### config.mk
export PLATFORM = sky130hd
export DESIGN_NAME = tfd_multi
export DESIGN_NICKNAME = d
export VERILOG_FILES = /design/src/rtl/tfd_multi.sv
export SDC_FILE = /design/constraint.sdc
export NUM_CORES = 2
export LEC_CHECK = 0
export ABC_AREA = 0
export CORE_MARGIN = 2
export CORE_UTILIZATION = 35
export CTS_CLUSTER_SIZE = 25
export DETAILED_ROUTE_END_ITERATION = 8
export MAX_ROUTING_LAYER = met4
export SYNTH_ARGS = -nofsm -noshare
export SYNTH_HDL_FRONTEND = slang
export SYNTH_SLANG_ARGS = --single-unit
### constraint.sdc
create_clock -name clk -period 4.5 [get_ports clk]
set_input_delay 0.675 -clock clk [delete_from_list [all_inputs] [get_ports clk]]
set_output_delay 0.675 -clock clk [all_outputs]
set_load 0.005 [all_outputs]
### src/rtl/tfd_multi.sv
// Multi-channel programmable timer / frequency divider.
// Each channel counts down a shadowed period and drives a period pulse, a duty level and a one-shot done pulse.

module tfd_chan #(
    parameter int WIDTH = 32
) (
    input  logic             clk,
    input  logic             rstn,
    input  logic             wr,
    input  logic [WIDTH-1:0] k_in,
    input  logic [WIDTH-1:0] h_in,
    input  logic             mode_in,
    input  logic             st,
    output logic [WIDTH-1:0] q,
    output logic             yp,
    output logic             yl,
    output logic             busy,
    output logic             done
);
    typedef enum logic [1:0] {IDLE, RUN, DONE} state_t;

    state_t           state;
    logic [WIDTH-1:0] k_sh, h_sh, k_act, h_act;
    logic             mode_sh, mode_act, st_d;
    logic [WIDTH-1:0] k_eff, h_eff;
    logic             mode_eff, start;
    logic [WIDTH:0]   thr;

    // A write landing on the same edge as a load is seen by that load.
    assign k_eff    = wr ? k_in    : k_sh;
    assign h_eff    = wr ? h_in    : h_sh;
    assign mode_eff = wr ? mode_in : mode_sh;
    assign start    = st & ~st_d;

    // Borrow out of k-h means h exceeds k: level stays high for the whole period.
    assign thr  = {1'b0, k_act} - {1'b0, h_act};
    assign busy = (state == RUN);
    assign yl   = busy & (thr[WIDTH] | ({1'b0, q} > thr));

    always_ff @(posedge clk or negedge rstn) begin
        if (!rstn) begin
            state    <= IDLE;
            k_sh     <= '0;
            h_sh     <= '0;
            mode_sh  <= 1'b0;
            k_act    <= '0;
            h_act    <= '0;
            mode_act <= 1'b0;
            st_d     <= 1'b0;
            q        <= '0;
            yp       <= 1'b0;
            done     <= 1'b0;
        end else begin
            st_d <= st;
            done <= 1'b0;
            if (wr) begin
                k_sh    <= k_in;
                h_sh    <= h_in;
                mode_sh <= mode_in;
            end
            case (state)
                IDLE, DONE: begin
                    if (start && k_eff != '0) begin
                        k_act    <= k_eff;
                        h_act    <= h_eff;
                        mode_act <= mode_eff;
                        q        <= k_eff;
                        yp       <= 1'b1;
                        state    <= RUN;
                    end else begin
                        q  <= '0;
                        yp <= 1'b0;
                    end
                end
                RUN: begin
                    if (!st) begin
                        state <= IDLE;
                        q     <= '0;
                        yp    <= 1'b0;
                    end else if (q > WIDTH'(1)) begin
                        q  <= q - WIDTH'(1);
                        yp <= 1'b0;
                    end else if (mode_act) begin
                        state <= DONE;
                        q     <= '0;
                        yp    <= 1'b0;
                        done  <= 1'b1;
                    end else if (k_eff != '0) begin
                        k_act    <= k_eff;
                        h_act    <= h_eff;
                        mode_act <= mode_eff;
                        q        <= k_eff;
                        yp       <= 1'b1;
                    end else begin
                        state <= IDLE;
                        q     <= '0;
                        yp    <= 1'b0;
                    end
                end
                default: begin
                    state <= IDLE;
                    q     <= '0;
                    yp    <= 1'b0;
                end
            endcase
        end
    end
endmodule

module tfd_multi #(
    parameter int WIDTH = 32,
    parameter int CH    = 4,
    parameter int CHW   = (CH > 1) ? $clog2(CH) : 1
) (
    input  logic                clk,
    input  logic                rstn,
    input  logic                we,
    input  logic [CHW-1:0]      wsel,
    input  logic [WIDTH-1:0]    k_in,
    input  logic [WIDTH-1:0]    h_in,
    input  logic                mode_in,
    input  logic [CH-1:0]       st,
    output logic [CH*WIDTH-1:0] q,
    output logic [CH-1:0]       yp,
    output logic [CH-1:0]       yl,
    output logic [CH-1:0]       busy,
    output logic [CH-1:0]       done
);
    // Out-of-range selects never match any channel index, so they are dropped.
    for (genvar i = 0; i < CH; i++) begin : g_ch
        tfd_chan #(.WIDTH(WIDTH)) u_ch (
            .clk     (clk),
            .rstn    (rstn),
            .wr      (we && (wsel == CHW'(i))),
            .k_in    (k_in),
            .h_in    (h_in),
            .mode_in (mode_in),
            .st      (st[i]),
            .q       (q[i*WIDTH +: WIDTH]),
            .yp      (yp[i]),
            .yl      (yl[i]),
            .busy    (busy[i]),
            .done    (done[i])
        );
    end
endmodule

Figure 1. Supply network.
Pins as bars on the die edge.
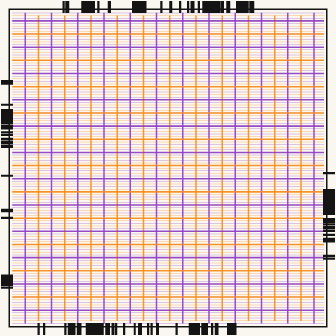
legend:
  purple:
    net: VSS
  orange:
    net: VDD
rows: 118
signal pins: 218
met4 straps: 23
Die Y-Extent: 327 um
core box area: 103000 um^2
peak supply drop: 0.000345 V
die width: 327 um

Figure 2. Placed cells, one colour a class.
Bar = 100 um.
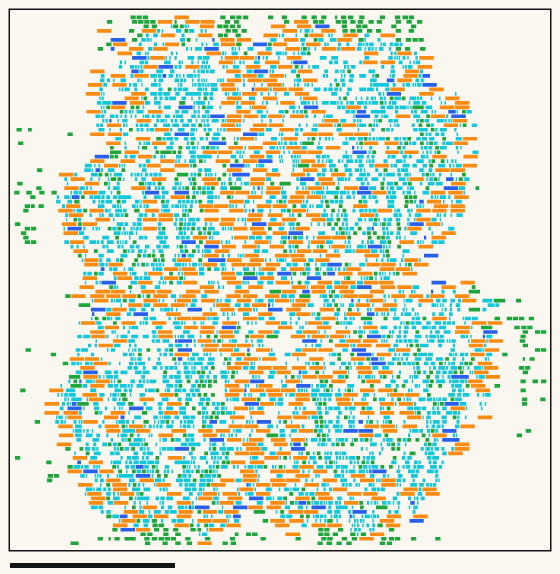
legend:
  orange:
    class: registers
    cells: 668
    share_of_their_area: 37%
  cyan:
    class: remaining logic cells
    cells: 2853
    share_of_their_area: 44%
  blue:
    class: clock drivers and dummy loads
    cells: 139
    share_of_their_area: 5.8%
  green:
    class: remaining buffers and delay cells
    cells: 691
    share_of_their_area: 13%
num rows: 118
fin util: 0.451
Finished Cell Area: 46700 um^2
fraction of area in registers: 0.358

==> run summary <==
Outcome - complete, but fails checks
Failing checks - negative setup slack
Ys flop type - dfrtp_1
DP Area - 43400 um^2
Mapped Area - 36500 um^2
WL/cell - 21.2 um
Top layer in use - met4
Ys Warns - 0
Starting DRT DRC Count - 2251
Max_cap viols - 0
Synth area leader - dfrtp_1
CTS tree - done
Crit path max-delay family - AND-OR/OR-AND gates
Seq. pwr - 0.00971 W
GRT Max-Usage Layer - met2
Setup Crit Path Kind - flop to output pin
Kind of end point of the critical path - output pin
Gate power share - 0.616
Met2 Use GR - 0.367
Final tally of setup violations - 4
Tcrit/Tclk final - 1.22
Type of origin of the critical path - flop
Number of warnings the tools reported - 35
Register area - 16700 um^2
Vias - 29.6k
IO Pins - 218
Clock Path Buffers - 3
WHS - 0.0768 ns
Final WS setup - -0.973 ns
Post-synth EDFFs - 0
Top logic cell family in the synthesized netlist - AND-OR/OR-AND gates
Worst min-delay path category - primary input to async pin
GRT Util Overall - 0.233
Dominant cell area share - 0.458
Fin. max-slew vios - 0
CTS Root Cell - clkbuf_16
Crit Reg-Reg Endpoint - g_ch[2].u_ch.h_act[27]$_DFFE_PN0P_
Yosys top cell by instances - dfrtp_1
Floorplan net count - 3999
Adder-Cell Fraction of Synth Area - 0.0928
Pre-CTS setup slack - -1.04 ns
# clk buffers - 111
Required time worst endpoint - 3.83 ns
Critical Path AT - 4.80 ns
Async SR Flop Fraction - 1.00
Compound-Gate Fraction of Synth Area - 0.147
Reg-to-reg startpoint - g_ch[2].u_ch.q[24]$_DFF_PN0_
Comb pwr - 0.0260 W
Met3 routed WL - 5640 um
Worst r2r path cells - 10
Met2 wire length - 57100 um
Most frequent cells after synthesis - dfrtp_1, nand2_1, o21ai_0
Cell depth of the worst setup path - 25
Max-Slew Margin vs Limit - 0.415
Max incr delay on CP - 0.38 ns
Final net count - 4633
Synth top area cells - dfrtp_1, ha_1, o21ai_0
Figure 3. Clock network drawn from the DEF.
Bar = 100 um.
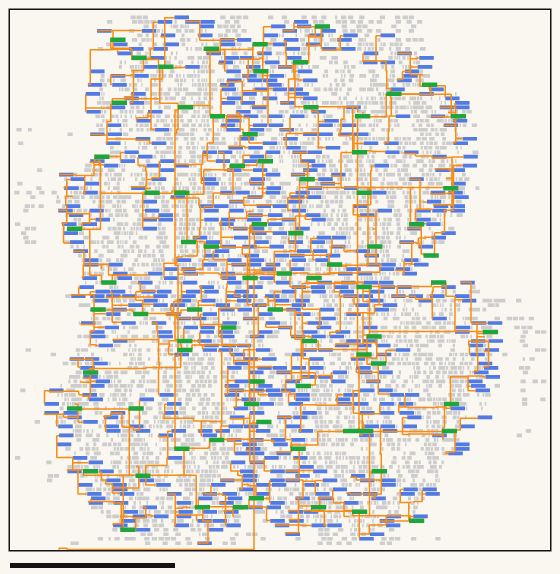
legend:
  green:
    item: clock-net drivers
    count: 77
  orange:
    item: clock wires
    length: 9630 um
  blue:
    item: flip-flops
    count: 668
routed clock nets: 78
Clock net power: 0.00647 W
Clock Skews: 0.0302 ns
Skew-Pair Late Insertion Delay: 0.65 ns

Power figures rest on the tool's default switching activity, not on a simulated workload.
